==> src/rtl/prog_loader_pkg.sv <==
// prog_loader_pkg: shared state encoding and stream constants for the program loader.
package prog_loader_pkg;
  typedef enum logic [2:0] {
    S_HOLD = 3'd0,
    S_LEN  = 3'd1,
    S_HI   = 3'd2,
    S_LO   = 3'd3,
    S_CSUM = 3'd4,
    S_RUN  = 3'd5,
    S_ERR  = 3'd6
  } state_t;
  localparam int BYTES_PER_WORD = 2;
  // A length byte of zero stands for a full memory of 2^addr_w words.
  function automatic logic [16:0] decode_len(input logic [7:0] b, input int addr_w);
    return (b == 8'd0) ? (17'd1 << addr_w) : {9'd0, b};
  endfunction
endpackage

==> src/rtl/prog_loader.sv <==
// prog_loader: assembles a host byte stream into instruction words, writes them, and checks a trailing XOR checksum.
module prog_loader
  import prog_loader_pkg::*;
#(
  parameter int ADDR_W = 8,
  parameter int WORD_W = 16
) (
  input  logic              clk,
  input  logic              reset,
  input  logic              start,
  input  logic [7:0]        byte_in,
  input  logic              byte_valid,
  output logic              byte_ready,
  output logic [ADDR_W-1:0] instr_addr,
  output logic [WORD_W-1:0] instr_data,
  output logic              instr_wenable,
  output logic              done,
  output logic              err
);
  state_t state_q, state_d;
  logic [ADDR_W:0]   cnt_q, cnt_d, idx_q, idx_d;
  logic [7:0]        hi_q, hi_d, csum_q, csum_d;
  logic [ADDR_W-1:0] addr_q, addr_d;
  logic [WORD_W-1:0] data_q, data_d;
  logic              wen_q;
  logic              acc, ld_len, ld_hi, ld_lo, last;
  always_ff @(posedge clk) begin
    state_q <= reset ? S_HOLD : state_d;
    wen_q   <= reset ? 1'b1 : (state_d != S_RUN);
    cnt_q   <= reset ? '0 : cnt_d;
    idx_q   <= reset ? '0 : idx_d;
    hi_q    <= reset ? '0 : hi_d;
    csum_q  <= reset ? '0 : csum_d;
    addr_q  <= reset ? '0 : addr_d;
    data_q  <= reset ? '0 : data_d;
  end
  assign acc    = byte_valid && byte_ready;
  assign ld_len = acc && state_q == S_LEN;
  assign ld_hi  = acc && state_q == S_HI;
  assign ld_lo  = acc && state_q == S_LO;
  assign last   = idx_q == cnt_q - 1'b1;
  always_comb begin
    state_d = state_q;
    case (state_q)
      S_HOLD, S_RUN, S_ERR: state_d = start ? S_LEN : state_q;
      S_LEN:                state_d = acc ? S_HI : state_q;
      S_HI:                 state_d = acc ? S_LO : state_q;
      S_LO:                 state_d = acc ? (last ? S_CSUM : S_HI) : state_q;
      S_CSUM:               state_d = acc ? (((csum_q ^ byte_in) == 8'd0) ? S_RUN : S_ERR) : state_q;
      default:              state_d = S_HOLD;
    endcase
  end
  always_comb begin
    cnt_d  = ld_len ? (ADDR_W+1)'(decode_len(byte_in, ADDR_W)) : cnt_q;
    idx_d  = ld_len ? '0 : ld_lo ? idx_q + 1'b1 : idx_q;
    hi_d   = ld_hi ? byte_in : hi_q;
    csum_d = ld_len ? byte_in : (ld_hi || ld_lo) ? csum_q ^ byte_in : csum_q;
    addr_d = ld_lo ? idx_q[ADDR_W-1:0] : addr_q;
    data_d = ld_lo ? WORD_W'({hi_q, byte_in}) : data_q;
  end
  always_comb begin
    byte_ready    = state_q inside {S_LEN, S_HI, S_LO, S_CSUM};
    done          = state_q == S_RUN;
    err           = state_q == S_ERR;
    instr_wenable = wen_q;
    instr_addr    = addr_q;
    instr_data    = data_q;
  end
endmodule

==> config.mk <==
export PLATFORM = sky130hd
export DESIGN_NAME = prog_loader
export DESIGN_NICKNAME = d
export VERILOG_FILES = /design/src/rtl/prog_loader_pkg.sv /design/src/rtl/prog_loader.sv
export SDC_FILE = /design/constraint.sdc
export NUM_CORES = 1
export LEC_CHECK = 0
export ABC_AREA = 0
export CAP_MARGIN = 0
export CORE_AREA = 5 5 111 113
export DETAILED_ROUTE_END_ITERATION = 7
export DIE_AREA = 0 0 116 118
export SETUP_SLACK_MARGIN = 0.15
export SYNTH_ARGS = -nofsm -noshare
export SYNTH_HDL_FRONTEND = slang
export SYNTH_SLANG_ARGS = --single-unit
==> constraint.sdc <==
create_clock -name clk -period 5 [get_ports clk]
set_input_delay 0.75 -clock clk [delete_from_list [all_inputs] [get_ports clk]]
set_output_delay 0.75 -clock clk [all_outputs]
set_load 0.02 [all_outputs]
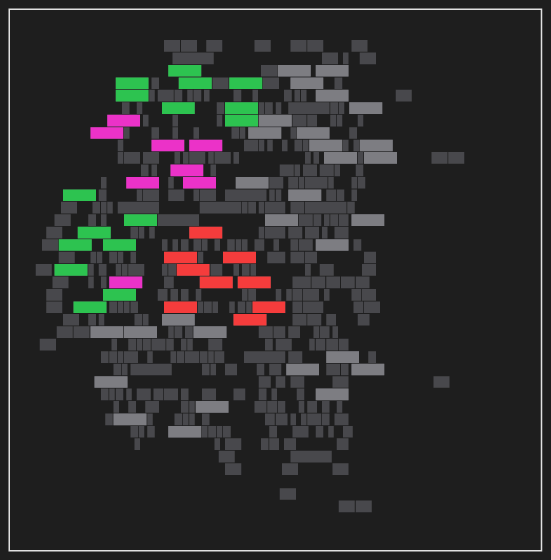
registers.png
Other sequential cells in the stronger gray, the rest of the logic in the fainter gray.
color	name in the netlist	flops
red	cnt_q	9
green	instr_data	16
magenta	hi_q	8

==> Changelog: implementation <==
### Implementation results

- Critical path, cell by cell: inv_1 > nor2_1 > and2_1 > clkdlybuf4s50_1
- Slowest stage delay, CP: approximately 600 ps
- Most used logic cell in the final layout: nand2_1
- Final setup fails: 0
- Final Cycle Share: approximately 55%
- Multi-In Gates: 282
- Inverter count: 5
- Setup ws final: 2240 ps
- Area growth from synthesis to layout: 25.3%
- Hold_sp: instr_data[12]
- CP Capture Type: output port
- Final Total Pwr: about 1.2 mW
- Clock power frac: about 46%
- Syn_nets: between 300 and 400
- Area reported by Yosys stat: 2950 sq um
- First-pass GRT wire length: roughly 12000 microns
- Clk pwr: between 500 and 600 uW
- Arrival time at the worst endpoint: roughly 2000 ps
- Flop count: 62
- Chip area: around 14000 sq um
- Root Buffer: clkbuf_16
- Met1 wire length: 3340 microns
- Psw: 296 uW
- CTS tree: built
- Slowest-stage cell, CP: clkdlybuf4s50_1
- Placed Area: about 3400 sq um
- Nets: 418
- Min-Delay Endpoint: instr_data[12]
- Final instance count without filler cells: 552
- Critical R2R Launch: cnt_q[0]
- YS warnings: 0
- Reg2Reg Capture Point: instr_wenable
- Sw Share: 24.6%
- RSZ-0062 raised after global routing: no
- WHS: between 400 and 500 ps
- Layout Skew: slightly below 5 ps
- Worst Setup Path Type: reg -> out
- Top routing layer in use: met4
- EDFF count, synth: 0
- Tmin final: around 2800 ps
- H-Tree Level Count: 3
- CP delay by family, top: buffers and inverters
- # Cells Yosys: between 300 and 400
- Multi-input combinational area share: between 40 and 50%
- Status: completed
- Async S/R FF share, synth: 0%
- Final non-clock buffer share: 11.4%
- Placer congestion estimate: slightly below 0.8
- Initial antenna violation count: 0
- Vias per cell: 4.74
- Signal buffers: ~44
- Cell area power density: 325 nW/um^2
- Buffers & Inverters on Critical Path: 2
- Max cap viols: 0
- Core Rows: 39
- First DRT Iteration DRCs: around 120
- Core area: ~11000 sq um
- # DRC: 0
- Register cell area after layout: approximately 1200 sq um
- Pint: ~910 uW
- Met3 wire length: a little under 200 microns
- Crit. path cell count: 4
- Main flop type: dfxtp_1
- Maximum vdd drop: roughly 0.18 mV
- N_taps: between 100 and 150
- GR Overflow Total: 0
- Register share of total power: 43.6%
- Worst-Margin Slew: 980 ps
- Sink Count: just over 60
- Vias in the first global route: roughly 2500
- Top Layout Cells: nand2_1, dfxtp_1, a21oi_1
- Pwr top: the clock network
- OpenROAD warning count: 26
- Dpl hpwl: between 4000 and 5000 microns
- Comb area: around 1600 sq um
- Fin. max-slew vios: 0
- Critical Path Sink: done
- Share of post-route cells with drive strength above 1: slightly below 7%
- Comb power: ~120 uW
- Setup crit start: state_q[2]
- CTS Hold Bufs: 0
- Fin area: between 3000 and 4000 sq um
- Hold path depth: 2
- Maximum root-to-sink buffer count: 2
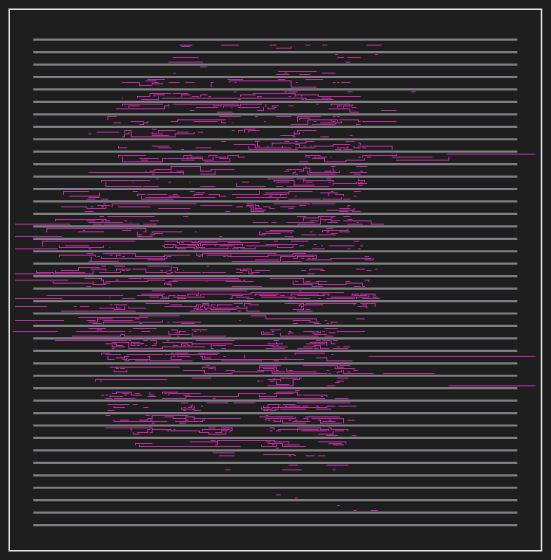
met1.png
Supply wires on this layer in gray.
share of all routed wire	47%
main direction	horizontal
longest straight run	36.3 microns
nets with wire on the layer	386
wire length on this layer	3340 microns
vias post-DR: 2614
final wirelength: 7130 microns
GR Layer Usage met1: 13.3%

-- cells by family (layout without fill, tap and decap cells) --
logic type	after synthesis	after routing	synth area share, %
XOR/XNOR	26	26	7.72
AND/OR/NAND/NOR	165	165	25.6
flip-flops	62	62	42.1
multiplexers	8	8	2.71
AND-OR/OR-AND	80	80	15.4
buffers and inverters	40	65	5.34
adder cells (fa/ha/maj)	3	3	1.19
-- sequential cells by signal (all words and copies together) (netlist names) --
| name | count |
|---|---|
| cnt_q | 9 |
| csum_q | 8 |
| hi_q | 8 |
| idx_q | 9 |
| instr_addr | 8 |
| instr_data | 16 |
| instr_wenable | 1 |
| state_q | 3 |
-- layer usage --
metal  vias to the layer above  global-route usage, %
met5                         -                      0
met4                         0                   2.90
met3                         8                   3.34
met2                        35                   17.8
met1                      1238                   13.3
li1                       1333                      -
No activity file was given, so power comes from the tool's default toggle rates.
